==> config.mk <==
export PLATFORM = sky130hd
export DESIGN_NAME = audio_sample_gain
export DESIGN_NICKNAME = d
export VERILOG_FILES = /design/src/rtl/audio_sample_gain.sv
export SDC_FILE = /design/constraint.sdc
export NUM_CORES = 1
export LEC_CHECK = 0
export ABC_AREA = 0
export CAP_MARGIN = 0
export CORE_ASPECT_RATIO = 1.4
export CORE_MARGIN = 2
export CORE_UTILIZATION = 57
export CTS_BUF_LIST = sky130_fd_sc_hd__clkbuf_4
export CTS_CLUSTER_SIZE = 16
export DETAILED_ROUTE_END_ITERATION = 16
export HOLD_SLACK_MARGIN = 0.03
export PLACE_DENSITY = 0.81
export SLEW_MARGIN = 15
export SYNTH_ARGS = -nofsm -noshare
export SYNTH_HDL_FRONTEND = slang
export SYNTH_SLANG_ARGS = --single-unit
==> constraint.sdc <==
create_clock -name clk -period 6.1 [get_ports clk]
set_clock_uncertainty 0.2 [all_clocks]
set_input_delay 0.61 -clock clk [delete_from_list [all_inputs] [get_ports clk]]
set_output_delay 0.61 -clock clk [all_outputs]
set_load 0.03 [all_outputs]
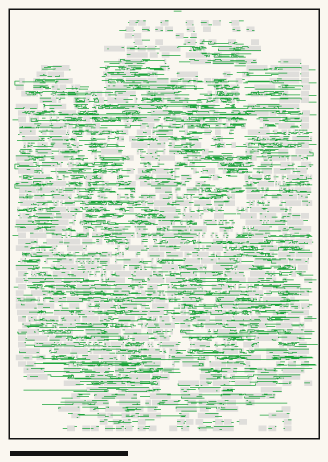
run_1/layer_met1.png
Bar = 50 µm.
main direction: horizontal
wire length on this layer: 10100 µm
met1 usage: 26.3%
DR vias: 9741
Routed WL: 31.2 mm

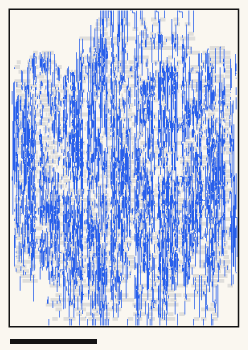
run_1/layer_met2.png
Bar = 50 µm.
share of all routed wire: 58%
longest straight run: 53.5 µm
nets with wire on the layer: 1630
met2 GRT Util: 56.2%

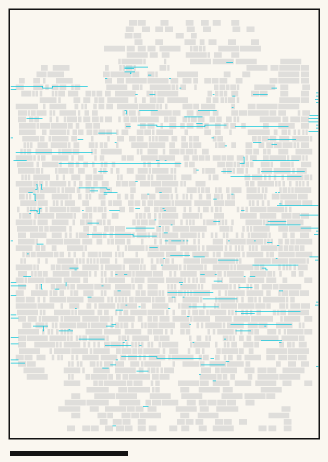
run_1/layer_met3.png
Bar = 50 µm.
wire length on this layer: 907 µm
main direction: horizontal
routing usage on met3: 4.03%

==> out/summary.txt, run 1 <==
Metal3 WL = 906 µm
CP peak stage delay = 0.56 ns
Cell accounting for the most synthesized area = fa_1
Most frequent cells in the layout = inv_1, fa_1, nand2_1
Ant diodes = 1
Initial DRT Pass Iterations = 4
Max Slew Vio Count = 0
Arrival @ worst endpoint = 6.12 ns
Aoi share = 9.43%
Cycle use final = 97.2%
Worst-skew pair later-pin latency = 0.49 ns
Max-area cell class = combinational gates
Global route total overflow = 0
Crit-path cells = buf_2, nand2_1, fa_1, inv_1, fa_1, fa_1, inv_1, fa_1, inv_1, ha_1, a21oi_1, o21ai_1, a211oi_1, nor2b_1, xnor2_1, or3_1, o211a_4, a221o_1
Synth top cell by count = inv_1
Min cycle time layout = 5.93 ns
Comb area = 0.00929 mm²
Placed cell area = 0.0139 mm²
Clk buf depth = 2
Pin count of the biggest net entering global routing = 50
Tap cell count = 297
Die width = 130 µm
Synth top cells by count = inv_1, fa_1, nand2_1, and2_1, ha_1
Synth Flop Type = dfrtp_1
Hold Crit Depth = 2
Worst path bufs/invs = 4
Floorplan utilization = 58.3%
DR WL met2 = 18.1 mm
Worst Setup End Kind = flip-flop
Fillers = 1819
Non-Clock Buffer Count = 118
Layout clock buffers = 10
M1 WL = 10.1 mm
Outcome = completed
CTS tree = built
Top-level I/O count = 88
Most frequent CP cell = fa_1
Clock sink count = 83
Combinational share of cell area = 65.7%
Synth flops = 83
Post-route design area = 0.0141 mm²
Post-synth EDFFs = 0
Dominant comb cell = adder cells
Drt wl/cell = 17.8 µm
CTS Buf Count = 9
Yosys cell types = 67
Ys Warns = 0
Critical-path top delay cell = fa_1
CP top delay family = adder cells
Iter 0 DRT Violations = 542
OpenROAD warnings = 28
Hold Worst Slack = 0.309 ns
CP startpoint kind = flip-flop
Final Hold Fails = 0
F_max = 169 MHz
CP Depth = 18
Seq/total area = 14.8%
Ys async rst share = 100%
Global-route wire length before repair = 52.2 mm
Final setup viols = 0
H-Tree Level Count = 3
Final core occ = 64.6%
GRT Total Usage = 28.5%
Area growth from synthesis to layout = 11.0%
Number of logic gates = 926
Register area share after synthesis = 16.3%
R2R Setup Slk = 0.17 ns
Top Metal Used = met5
Clk pin slew, worst setup/hold paths = 0.16 ns
Syn Area/Cell = 9.28 µm²
HPWL after DPL = 25.7 mm
Initial antenna violation count = 2
Core Box Area = 0.0219 mm²
Cell count after placement = 1721
Routability cong. = 0.907
DRC = 0
Cts repair resizes = 0
Non-clock buffering overhead = 7.88%
Invs w/o clock = 306
==> run 2: changes to the inputs <==
- CTS_CLUSTER_DIAMETER: unset -> 50
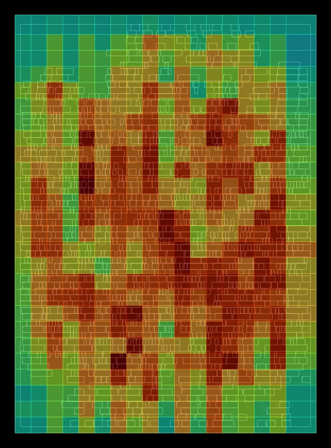
run_2/congestion.png
GRT Total Usage: 28.5%
GR peak layer: met2

==> run 2 against run 1 <==
Effect of this change:
- design area unchanged
- setup slack is the same
- register-to-register slack about the same
- critical path depth stayed put
- global-route usage did not move
- core utilization unchanged
- flip-flop count did not move
- first-iteration DRC count unchanged
- critical path type unchanged
==> out/summary.txt, run 2 <==
H-Tree Level Count = 3
F_max = 169 MHz
Ant diodes = 1
Cycle use final = 97.2%
Final Hold Fails = 0
Cts repair resizes = 0
Met2 GRT Util = 56.2%
Post-route design area = 0.0141 mm²
CP top delay family = adder cells
Post-synth EDFFs = 0
Synth top cells by count = inv_1, fa_1, nand2_1, and2_1, ha_1
Arrival @ worst endpoint = 6.12 ns
Iter 0 DRT Violations = 542
Outcome = completed
Min cycle time layout = 5.93 ns
Non-clock buffering overhead = 7.88%
Metal3 WL = 906 µm
Initial antenna violation count = 2
Clock sink count = 83
Invs w/o clock = 306
Combinational share of cell area = 65.7%
Met1 usage = 26.3%
Top-level I/O count = 88
Synth Flop Type = dfrtp_1
Fillers = 1819
Die width = 130 µm
Max Slew Vio Count = 0
Yosys cell types = 67
Ys async rst share = 100%
Clk buf depth = 2
Hold Worst Slack = 0.309 ns
R2R Setup Slk = 0.17 ns
Layout clock buffers = 10
Hold Crit Depth = 2
Register area share after synthesis = 16.3%
Core Box Area = 0.0219 mm²
Ys Warns = 0
Synth flops = 83
Final core occ = 64.6%
Area growth from synthesis to layout = 11.0%
Aoi share = 9.43%
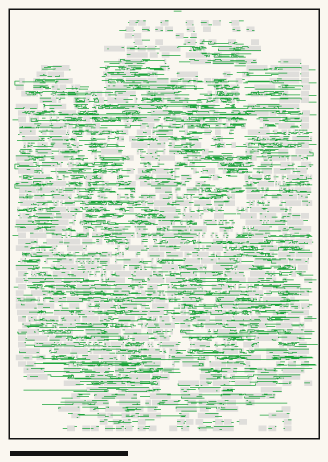
run_2/layer_met1.png
Bar = 50 µm.
longest straight run: 33.6 µm
wire length on this layer: 10100 µm
share of all routed wire: 32%

==> run 3: changes to the inputs <==
- CORE_UTILIZATION: 57 -> 56
- CTS_BUF_LIST: sky130_fd_sc_hd__clkbuf_4 -> unset
- PLACE_DENSITY: 0.81 -> 0.79
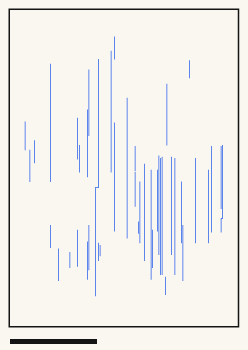
run_3/layer_met4.png
Bar = 50 µm.
longest straight run: 80.9 µm
share of all routed wire: 5.6%
nets with wire on the layer: 38
main direction: vertical
wire length on this layer: 1640 µm
DR vias: 9709
Routed WL: 29.3 mm

==> run 3 against run 2 <==
Effect of this change:
- fmax increased by 2.4%
- register-to-register slack improved by 0.14 ns
- critical endpoint unchanged
==> out/summary.txt, run 3 <==
OpenROAD warnings = 28
Fillers = 1890
Synth top cell by count = inv_1
CP startpoint kind = flip-flop
Initial antenna violation count = 0
Core Box Area = 0.0224 mm²
Pin count of the biggest net entering global routing = 51
HPWL after DPL = 24.4 mm
Top Metal Used = met4
Drt wl/cell = 16.8 µm
Cycle use final = 94.9%
CTS Buf Count = 9
Non-Clock Buffer Count = 111
Final Hold Fails = 0
Most frequent cells in the layout = inv_1, fa_1, nand2_1
Number of logic gates = 926
Clk buf depth = 2
Worst Setup End Kind = flip-flop
Floorplan utilization = 56.7%
Max Slew Vio Count = 0
Final core occ = 63.5%
Worst path bufs/invs = 4
Synth top cells by count = inv_1, fa_1, nand2_1, and2_1, ha_1
Placed cell area = 0.0139 mm²
Ys Warns = 0
H-Tree Level Count = 3
R2R Setup Slk = 0.31 ns
Worst-skew pair later-pin latency = 0.37 ns
Hold Worst Slack = 0.0111 ns
Post-synth EDFFs = 0
DRC = 0
Global-route wire length before repair = 50.2 mm
Aoi share = 9.43%
Synth Flop Type = dfrtp_1
Clock sink count = 83
Cell count after placement = 1727
Invs w/o clock = 306
M1 WL = 9.69 mm
GRT Total Usage = 26.5%
Cts repair resizes = 0
Routability cong. = 0.928
Non-clock buffering overhead = 7.35%
Dominant comb cell = adder cells
Arrival @ worst endpoint = 5.83 ns
Clk pin slew, worst setup/hold paths = 0.07 ns
Outcome = completed
F_max = 173 MHz
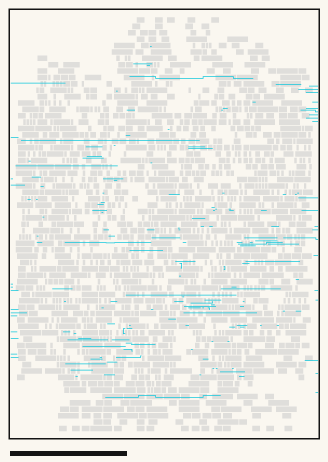
run_3/layer_met3.png
Bar = 50 µm.
main direction: horizontal
wire length on this layer: 988 µm
routing usage on met3: 3.42%

